==> src/rtl/chess_pkg.sv <==
// Shared board/square widths, the empty-square code and the move sequencer states.
// Imported by every block that touches the 64x5 board RAM.
package chess_pkg;

    localparam int SQ_W    = 6;
    localparam int PIECE_W = 5;

    localparam logic [PIECE_W-1:0] EMPTY = 5'b00000;

    typedef enum logic [2:0] {
        IDLE,
        RD_SRC,
        RD_DST,
        CHK,
        WR_DST,
        WR_SRC,
        DONE,
        ERR
    } state_t;

endpackage

==> src/rtl/chess_move_executor.sv <==
// Executes one (src, dst) move against the single-port board RAM: read both squares,
// write the piece to dst, clear src, report the captured code and count successful moves.
module chess_move_executor
    import chess_pkg::*;
#(
    parameter int MOVE_CNT_W = 10
) (
    input  logic                  clk,
    input  logic                  reset,
    input  logic                  move_valid,
    output logic                  move_ready,
    input  logic [SQ_W-1:0]       src,
    input  logic [SQ_W-1:0]       dst,
    output logic                  ram_en,
    output logic                  ram_rw,
    output logic [SQ_W-1:0]       ram_addr,
    output logic [PIECE_W-1:0]    ram_wdata,
    input  logic [PIECE_W-1:0]    ram_rdata,
    output logic                  done,
    output logic                  error,
    output logic [PIECE_W-1:0]    captured,
    output logic [MOVE_CNT_W-1:0] move_count
);

    state_t                  state;
    state_t                  state_nxt;
    logic [SQ_W-1:0]         src_r;
    logic [SQ_W-1:0]         dst_r;
    logic [PIECE_W-1:0]      piece_r;
    logic [PIECE_W-1:0]      cap_r;
    logic [PIECE_W-1:0]      captured_r;
    logic [MOVE_CNT_W-1:0]   count_r;
    logic                    ram_en_st;
    logic                    accept;

    assign accept = move_valid && move_ready;

    // NOTE: all state here uses non-blocking assignments so every register samples
    // the pre-edge values of its neighbours, independent of statement order.
    always_ff @(posedge clk) begin
        if (!reset) begin
            state      <= IDLE;
            src_r      <= '0;
            dst_r      <= '0;
            piece_r    <= EMPTY;
            cap_r      <= EMPTY;
            captured_r <= EMPTY;
            count_r    <= '0;
        end else begin
            state <= state_nxt;
            if (accept) begin
                src_r <= src;
                dst_r <= dst;
            end
            // RAM data is registered, so each latch picks up the read issued one state earlier.
            if (state == RD_DST) piece_r <= ram_rdata;
            if (state == CHK)    cap_r   <= ram_rdata;
            // Publish the result on entry to DONE so it is visible while done is high.
            if (state == WR_SRC) begin
                captured_r <= cap_r;
                count_r    <= count_r + MOVE_CNT_W'(1);
            end
        end
    end

    // NOTE: every output of this block gets a default before the case statement,
    // which is what keeps synthesis from inferring latches on unlisted paths.
    always_comb begin
        state_nxt  = state;
        move_ready = 1'b0;
        ram_en_st  = 1'b0;
        ram_rw     = 1'b0;
        ram_addr   = '0;
        ram_wdata  = EMPTY;
        done       = 1'b0;
        error      = 1'b0;
        unique case (state)
            IDLE: begin
                move_ready = 1'b1;
                if (move_valid) state_nxt = (src == dst) ? ERR : RD_SRC;
            end
            RD_SRC: begin
                ram_en_st = 1'b1;
                ram_addr  = src_r;
                state_nxt = RD_DST;
            end
            RD_DST: begin
                ram_en_st = 1'b1;
                ram_addr  = dst_r;
                state_nxt = CHK;
            end
            CHK: begin
                state_nxt = (piece_r == EMPTY) ? ERR : WR_DST;
            end
            WR_DST: begin
                ram_en_st = 1'b1;
                ram_rw    = 1'b1;
                ram_addr  = dst_r;
                ram_wdata = piece_r;
                state_nxt = WR_SRC;
            end
            WR_SRC: begin
                ram_en_st = 1'b1;
                ram_rw    = 1'b1;
                ram_addr  = src_r;
                ram_wdata = EMPTY;
                state_nxt = DONE;
            end
            DONE: begin
                done      = 1'b1;
                state_nxt = IDLE;
            end
            ERR: begin
                done      = 1'b1;
                error     = 1'b1;
                state_nxt = IDLE;
            end
            default: state_nxt = IDLE;
        endcase
    end

    // Reset suppresses the RAM strobe in the same cycle, so a pending write never lands.
    assign ram_en     = ram_en_st && reset;
    assign captured   = captured_r;
    assign move_count = count_r;

endmodule

==> config.mk <==
export PLATFORM = sky130hd
export DESIGN_NAME = chess_move_executor
export DESIGN_NICKNAME = d
export VERILOG_FILES = /design/src/rtl/chess_pkg.sv /design/src/rtl/chess_move_executor.sv
export SDC_FILE = /design/constraint.sdc
export NUM_CORES = 1
export LEC_CHECK = 0
export ABC_AREA = 1
export CORE_MARGIN = 10
export CORE_UTILIZATION = 42
export DETAILED_ROUTE_END_ITERATION = 10
export PLACE_DENSITY = 0.75
export SLEW_MARGIN = 20
export SYNTH_ARGS = -nofsm -noshare
export SYNTH_HDL_FRONTEND = slang
export SYNTH_SLANG_ARGS = --single-unit
export TNS_END_PERCENT = 100
==> constraint.sdc <==
create_clock -name clk -period 1.2 [get_ports clk]
set_input_delay 0.12 -clock clk [delete_from_list [all_inputs] [get_ports clk]]
set_output_delay 0.12 -clock clk [all_outputs]
set_load 0.05 [all_outputs]
==> run_1/drive_strength.png <==
The bar under the picture is 20 um long.
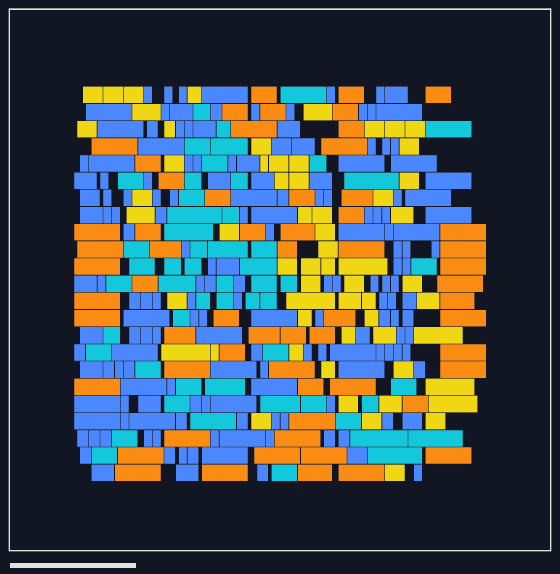
[orange] drive 6 and up | cells: 60 | share: 18% | most used: buf_12
[blue] drive 1 or less | cells: 168 | share: 49% | most used: inv_1
[cyan] drive 3 to 4 | cells: 54 | share: 16% | most used: buf_4
[yellow] drive 2 | cells: 59 | share: 17% | most used: a21oi_2
final worst setup slack: -376 ps
nonclk buf count: 84
fin area: 3560 um2
Layout area overhead: 97.4%

==> run_1/clock_map.png <==
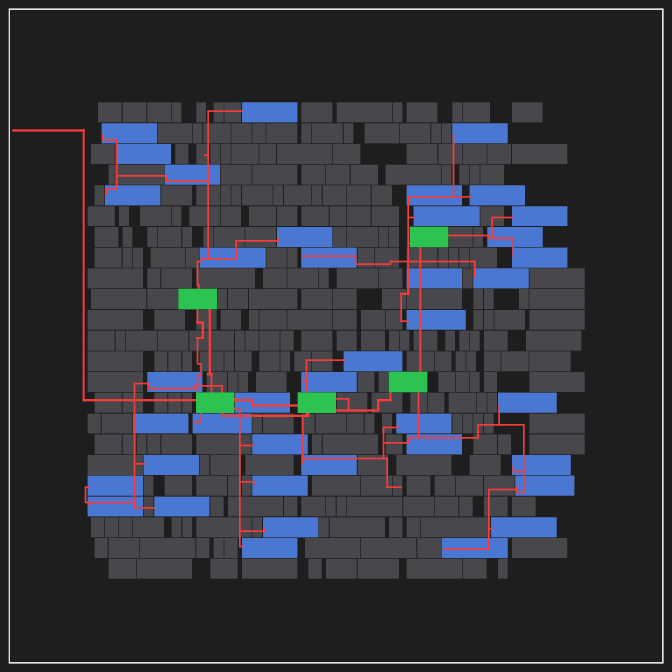
[blue] flip-flops | count: 40
[green] cells driving clock nets | count: 5
[red] clock wires | length: 504 um
routed clock nets: 6
clock skew: 7.08 ps
clk pwr: 867 uW
worst-skew pair later-pin latency: 300 ps
clock power share: 21.6%

==> run_1/met4.png <==
The bar under the picture is 20 um long.
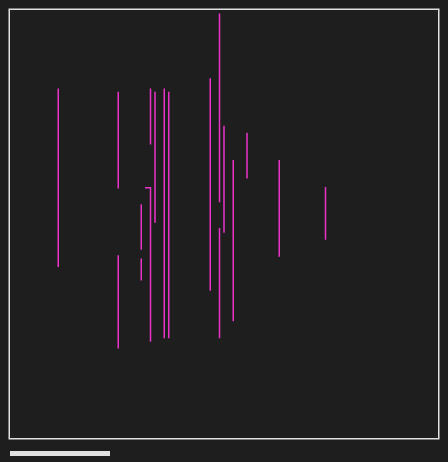
nets with wire on the layer: 16
share of all routed wire: 5.3%
wire length on this layer: 445 um
total wire length: 8450 um
vias: 2298

==> summary.txt, run 1 <==
fresh numbers from the pnr run: Multiplexer share 0%, GR peak layer met2, dpl hpwl 3850 um, slew margin rel. 47.2%, Synthesized Nets 276, most frequent cell after synthesis nand2_1, Tapcells 50, crit path DRT 1080 ps, Hold Violations, Final 0, status complete, but fails checks, initial antenna violation count 0, Final clock-cell share 2.18%, vias in the first global route 2322, endpoints failing setup 48, met3 global-route usage 6.34%, final worst setup slack -376 ps, critical path cell sequence inv_6 > nand3_4 > inv_4 > a21oi_4 > buf_6 > o22ai_4 > buf_6, Num CTS Buffers 5, Worst Hold End piece_r[0], failing checks setup timing, Final Cycle Share 131%, comb area leader simple AND/OR/NAND/NOR gates, combinational power 1.65 mW, combinational gates 171, Sequential cell area 823 um2, vias per cell 5.88, Post-DRT Antenna Nets 0, nets@finish 362, Max Used Layer met4, yosys xor share 1.46%, peak supply drop 0.951 mV, Routability Congestion 0.805, length of routed met2 wiring 4210 um, met2 Use GR 33.4%, met3 wire length 626 um, overall die width 85.5 um, Gate power share 41.1%, CTS Buffer Depth 2, CTS resizes 69, Non-clk invs 39, Placement Setup Slack -91.8 ps, crit path DAT 1460 ps, Yosys Warn Count 0, Top-area cell share 44.4%, max FFs per register 10, Gate Area 1330 um2
## Run 2: what changed since run 1
Settings changed: GPL_ROUTABILITY_DRIVEN set to 0, HOLD_SLACK_MARGIN set to 0.12.
==> run_2/final_clocks.png <==
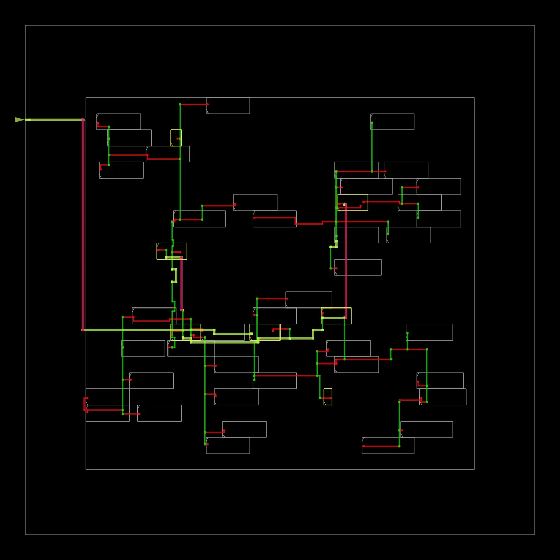
registers: 40
CTS Sinks: 40
Num CTS Buffers: 5
clock buffer count: 6

==> summary.txt, run 2 <==
fresh numbers from the pnr run: most frequent cell after synthesis nand2_1, clock skew 7.08 ps (unchanged), nets@finish 362 (unchanged), max FFs per register 10 (unchanged), crit path DRT 1080 ps (about the same), slew margin rel. 47.2% (unchanged), combinational power 1.65 mW (about the same), final worst setup slack -376 ps (unchanged), Gate Area 1330 um2 (unchanged), comb area leader simple AND/OR/NAND/NOR gates, Yosys Warn Count 0 (unchanged), vias per cell 5.88 (unchanged), Gate power share 41.1% (about the same), initial antenna violation count 0 (unchanged), length of routed met2 wiring 4210 um (unchanged), Sequential cell area 823 um2 (unchanged), dpl hpwl 3850 um (unchanged), clk pwr 867 uW (about the same), Non-clk invs 39 (unchanged), peak supply drop 0.951 mV (unchanged), Synthesized Nets 276 (unchanged), worst-skew pair later-pin latency 300 ps (about the same), total wire length 8450 um (unchanged), vias in the first global route 2322 (unchanged), endpoints failing setup 48 (unchanged), Tapcells 50 (unchanged), vias 2298 (unchanged), failing checks setup timing, Worst Hold End piece_r[0], status complete, but fails checks, Hold Violations, Final 0 (unchanged), combinational gates 171 (unchanged), Multiplexer share 0% (unchanged), Layout area overhead 97.4% (unchanged), critical path cell sequence inv_6 > nand3_4 > inv_4 > a21oi_4 > buf_6 > o22ai_4 > buf_6, fin area 3560 um2 (unchanged), Initial DRC Count 183, clock power share 21.6% (about the same), CTS resizes 69 (unchanged), met2 Use GR 33.4% (unchanged)
==> run_2/met4.png <==
The bar under the picture is 20 um long.
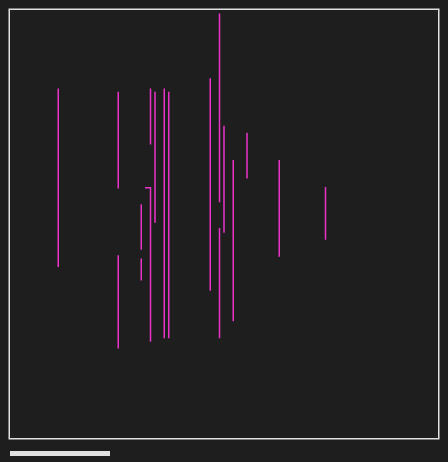
longest straight run: 49.6 um
main direction: vertical

## Run 3: what changed since run 2
Settings changed: GPL_ROUTABILITY_DRIVEN 0 to not set.
==> run_3/drive_strength.png <==
The bar under the picture is 20 um long.
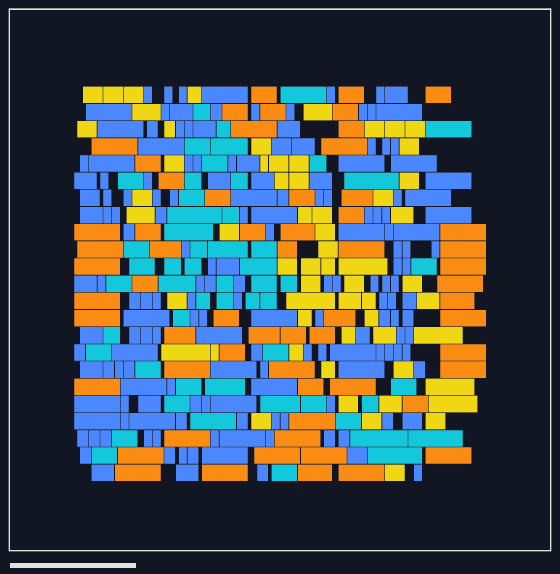
[orange] drive 6 and up | cells: 60 | share: 18% | most used: buf_12
[yellow] drive 2 | cells: 59 | share: 17% | most used: a21oi_2
[blue] drive 1 or less | cells: 168 | share: 49% | most used: inv_1
[cyan] drive 3 to 4 | cells: 54 | share: 16% | most used: buf_4

==> run_3/pins.png <==
Pins as bars across the die edge, other pins in gray.
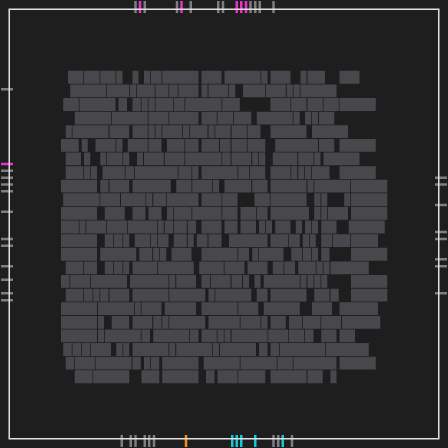
[cyan] captured | pins: 5 | direction: output | edge: bottom
[magenta] src | pins: 6 | direction: input | edge: 5 top, 1 left
[orange] ram_rw | pins: 1 | direction: output | edge: bottom
all pins by edge: 15 bottom, 15 top, 13 left, 8 right
overall die width: 85.5 um
Port Buffers: 50

==> summary.txt, run 3 <==
fresh numbers from the pnr run: length of routed met2 wiring 4210 um (unchanged), Gate Area 1330 um2 (unchanged), final worst setup slack -376 ps (unchanged), fin area 3560 um2 (unchanged), clk pwr 867 uW (about the same), clock skew 7.08 ps (unchanged), Tapcells 50 (unchanged), Gate power share 41.1% (about the same), dpl hpwl 3850 um (unchanged), total wire length 8450 um (unchanged), comb area leader simple AND/OR/NAND/NOR gates, worst-skew pair later-pin latency 300 ps (about the same), most frequent cell after synthesis nand2_1, Non-clk invs 39 (unchanged), Layout area overhead 97.4% (unchanged), Num CTS Buffers 5 (unchanged), registers 40 (unchanged), combinational power 1.65 mW (about the same), endpoints failing setup 48 (unchanged), vias in the first global route 2322 (unchanged), Worst Hold End piece_r[0], Hold Violations, Final 0 (unchanged), failing checks setup timing, Initial DRC Count 183 (unchanged), combinational gates 171 (unchanged), vias per cell 5.88 (unchanged), clock buffer count 6 (unchanged), nets@finish 362 (unchanged), CTS Sinks 40 (unchanged), Multiplexer share 0% (unchanged), Yosys Warn Count 0 (unchanged), peak supply drop 0.951 mV (unchanged), Sequential cell area 823 um2 (unchanged), status complete, but fails checks, max FFs per register 10 (unchanged), clock power share 21.6% (about the same), met2 Use GR 33.4% (unchanged)
No activity file was given, so power comes from the tool's default toggle rates.
